### Sequential cells colored by netlist name

Other sequential cells in the stronger gray, the rest of the logic in the fainter gray.
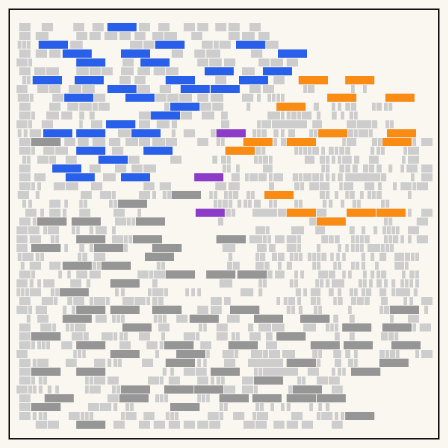
### The clock network

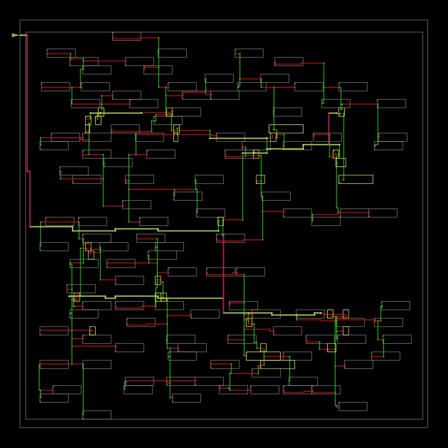
### Wiring by layer

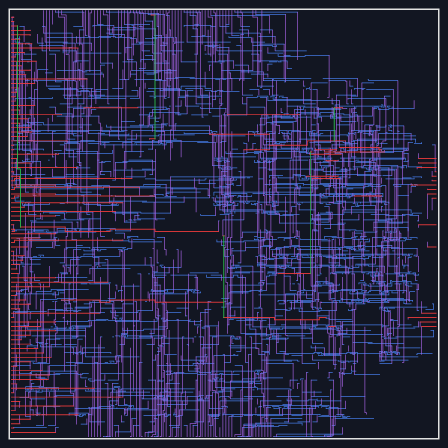
<file path="src/rtl/spmv_stream_feeder.sv">
// spmv_stream_feeder: producer side of the SpMV channel FIFOs.
// Walks nnz COO entries (value,row,col), fetches vec[col], and pushes
// matrix_val / vec_val / row_id into three FIFOs on the same cycle.
// Optional macro FEEDER_STALL_CNT_EN adds a saturating 32-bit stall_cnt output.
module spmv_stream_feeder #(
  parameter int MAT_W  = 32,
  parameter int VEC_W  = 32,
  parameter int ROW_W  = 16,
  parameter int COL_W  = 16,
  parameter int NNZ_AW = 16
) (
  input  logic              clk,
  input  logic              rst,
  input  logic              start,
  input  logic [NNZ_AW-1:0] nnz,
  output logic              busy,
  output logic              done,
  output logic              ent_rd_en,
  output logic [NNZ_AW-1:0] ent_addr,
  input  logic [MAT_W-1:0]  ent_val,
  input  logic [ROW_W-1:0]  ent_row,
  input  logic [COL_W-1:0]  ent_col,
  output logic              vec_rd_en,
  output logic [COL_W-1:0]  vec_addr,
  input  logic [VEC_W-1:0]  vec_rdata,
  output logic              matrix_val_wr_en,
  output logic [MAT_W-1:0]  matrix_val_din,
  input  logic              matrix_val_full,
  output logic              vec_val_wr_en,
  output logic [VEC_W-1:0]  vec_val_din,
  input  logic              vec_val_full,
  output logic              row_id_wr_en,
  output logic [ROW_W-1:0]  row_id_din,
  input  logic              row_id_full
`ifdef FEEDER_STALL_CNT_EN
  ,
  output logic [31:0]       stall_cnt
`endif
);

  typedef enum logic [2:0] {
    IDLE,
    RD_ENT,
    WAIT_ENT,
    WAIT_VEC,
    PUSH,
    DONE
  } state_t;

  state_t            state_q, state_d;
  logic [NNZ_AW-1:0] idx_q, idx_d;
  logic [NNZ_AW-1:0] nnz_q, nnz_d;
  logic [MAT_W-1:0]  val_q;
  logic [ROW_W-1:0]  row_q;
  logic [VEC_W-1:0]  vec_q;
  logic              fifo_ok;

  assign fifo_ok = !(matrix_val_full || vec_val_full || row_id_full);

  // State, index and latched entry count.
  always_ff @(posedge clk or posedge rst) begin
    if (rst) begin
      state_q <= IDLE;
      idx_q   <= '0;
      nnz_q   <= '0;
    end else begin
      state_q <= state_d;
      idx_q   <= idx_d;
      nnz_q   <= nnz_d;
    end
  end

  // Capture entry fields after the entry read and vector data after the vector read.
  always_ff @(posedge clk or posedge rst) begin
    if (rst) begin
      val_q <= '0;
      row_q <= '0;
      vec_q <= '0;
    end else begin
      if (state_q == WAIT_ENT) begin
        val_q <= ent_val;
        row_q <= ent_row;
      end
      if (state_q == WAIT_VEC) begin
        vec_q <= vec_rdata;
      end
    end
  end

  // Next-state logic and all strobes; FIFO writes gated by all three full flags.
  always_comb begin
    state_d          = state_q;
    idx_d            = idx_q;
    nnz_d            = nnz_q;
    ent_rd_en        = 1'b0;
    ent_addr         = '0;
    vec_rd_en        = 1'b0;
    vec_addr         = '0;
    matrix_val_wr_en = 1'b0;
    vec_val_wr_en    = 1'b0;
    row_id_wr_en     = 1'b0;
    done             = 1'b0;
    busy             = 1'b0;
    unique case (state_q)
      IDLE: begin
        if (start) begin
          if (nnz != '0) begin
            nnz_d   = nnz;
            idx_d   = '0;
            state_d = RD_ENT;
          end else begin
            state_d = DONE;
          end
        end
      end
      RD_ENT: begin
        busy      = 1'b1;
        ent_rd_en = 1'b1;
        ent_addr  = idx_q;
        state_d   = WAIT_ENT;
      end
      WAIT_ENT: begin
        busy      = 1'b1;
        vec_rd_en = 1'b1;
        vec_addr  = ent_col;
        state_d   = WAIT_VEC;
      end
      WAIT_VEC: begin
        busy    = 1'b1;
        state_d = PUSH;
      end
      PUSH: begin
        busy = 1'b1;
        if (fifo_ok) begin
          matrix_val_wr_en = 1'b1;
          vec_val_wr_en    = 1'b1;
          row_id_wr_en     = 1'b1;
          if (idx_q == nnz_q - NNZ_AW'(1)) begin
            state_d = DONE;
          end else begin
            idx_d   = idx_q + NNZ_AW'(1);
            state_d = RD_ENT;
          end
        end
      end
      DONE: begin
        done    = 1'b1;
        state_d = IDLE;
      end
      default: state_d = IDLE;
    endcase
  end

  assign matrix_val_din = val_q;
  assign vec_val_din    = vec_q;
  assign row_id_din     = row_q;

`ifdef FEEDER_STALL_CNT_EN
  logic [31:0] stall_cnt_q;

  // Count PUSH cycles blocked by any full FIFO; saturating, cleared by a start in IDLE.
  always_ff @(posedge clk or posedge rst) begin
    if (rst) begin
      stall_cnt_q <= '0;
    end else if (state_q == IDLE && start) begin
      stall_cnt_q <= '0;
    end else if (state_q == PUSH && !fifo_ok && stall_cnt_q != '1) begin
      stall_cnt_q <= stall_cnt_q + 32'd1;
    end
  end

  assign stall_cnt = stall_cnt_q;
`endif

endmodule

</file>
<file path="config.mk">
export PLATFORM = sky130hd
export DESIGN_NAME = spmv_stream_feeder
export DESIGN_NICKNAME = d
export VERILOG_FILES = /design/src/rtl/spmv_stream_feeder.sv
export SDC_FILE = /design/constraint.sdc
export NUM_CORES = 1
export LEC_CHECK = 0
export ABC_AREA = 1
export CAP_MARGIN = 10
export CORE_MARGIN = 1.5
export CORE_UTILIZATION = 35
export CTS_BUF_LIST = sky130_fd_sc_hd__clkbuf_2
export CTS_CLUSTER_DIAMETER = 80
export DETAILED_ROUTE_END_ITERATION = 16
export PLACE_DENSITY_LB_ADDON = 0.1
export SLEW_MARGIN = 20
export SYNTH_ARGS = -nofsm -noshare
export SYNTH_HDL_FRONTEND = slang
export SYNTH_SLANG_ARGS = --single-unit
</file>
<file path="constraint.sdc">
create_clock -name clk -period 6.8 [get_ports clk]
set_input_delay 1.7 -clock clk [delete_from_list [all_inputs] [get_ports clk]]
set_output_delay 1.7 -clock clk [all_outputs]
set_load 0.1 [all_outputs]
</file>
==> results_dict.tcl <==
# yosys + openroad results
set metrics [dict create \
    cts_tree "built" \
    critPathLaunch "vec_val_full" \
    worstHoldPathCells 2 \
    comb_share_pct 29.3 \
    cts_root_buf "clkbuf_2" \
    syn-num-nets 831 \
    lay_top_cells "nand2_1, clkdlybuf4s50_1, dfrtp_1, nor2_1, inv_1" \
    async_reset_ff_share_pct 100 \
    inv_count 74 \
    ys.flops 115 \
    slowest_stage "clkdlybuf4s50_1" \
    max-cap-violations 0 \
    cts_sinks 115 \
    synth_top_area_share_pct 49.6 \
    ys_cells 711 \
    drc_errors 0 \
    crit_path_max_fanout 3 \
    placementRows 46 \
    drive_above_1_share_pct 10.1 \
    gp_congestion 0.803 \
    critical_path_cell_count 3 \
    relSlewSlack_pct 26.7 \
    num-multi-input-gates 495 \
    status "finished clean" \
    topCellsByArea "dfrtp_1, nand2_1, mux2_2" \
    tool_warnings 26 \
    ys_types 31 \
    endpoint_kind "output pin" \
    adder_share_pct 0.431 \
    crit_top_cell "clkdlybuf4s50_1" \
    clk_pin_slew_ns 0.18 \
    io_buffers 236 \
    required_ns 5.10 \
    floorplan.core_util_pct 36.1 \
    whs_endpoint "matrix_val_din[4]$_DFFE_PP0P_" \
    rsz0062_at_grt "no" \
    cts_max_path_buffers 2 \
    ios 237 \
    rr_endpoint "idx_q[6]$_DFFE_PP0P_" \
    stdcell_area_sq_um 8610 \
    antenna_found_initial 1 \
    path_cells "clkdlybuf4s50_1 > nor4_2 > clkdlybuf4s50_1" \
    hp-class "reg -> reg" \
    most_common_cell "nand2_1" \
    die_y_um 132 \
]
Back to the opening pictures, 'Sequential cells colored by netlist name':
legend:
  orange:
    signal: idx_q
    flops: 16
  blue:
    signal: vec_val_din
    flops: 32
  purple:
    signal: state_q
    flops: 3
not colored: 64

Back to the opening pictures, 'The clock network':
tally of clock buffers in the finished layout: 20
TritonCTS buffer count: 17

Back to the opening pictures, 'Wiring by layer':
legend:
  red:
    layer: metal 3
    wire_length: 1280 um
  green:
    layer: metal 4
    wire_length: 174 um
  blue:
    layer: metal 1
    wire_length: 7130 um
  purple:
    layer: metal 2
    wire_length: 8690 um

==> stage by stage <==
step                      hold slack, ns  instances  setup WS [ns]
after global placement             0.453       1140           1.41
after CTS                          0.499       1171           1.37
final                              0.492       1172           1.38
after floorplan                    0.475        711          0.125
after global routing               0.514       1172           1.29
after detailed placement           0.457       1140           1.37
==> per-layer routing <==
| layer | track usage (%) | share of wire, % |
|---|---|---|
| met5 | 0 | 0 |
| met3 | 7.77 | 7.4 |
| met4 | 5.25 | 1.0 |
| met2 | 35.5 | 50 |
| met1 | 24.1 | 41 |
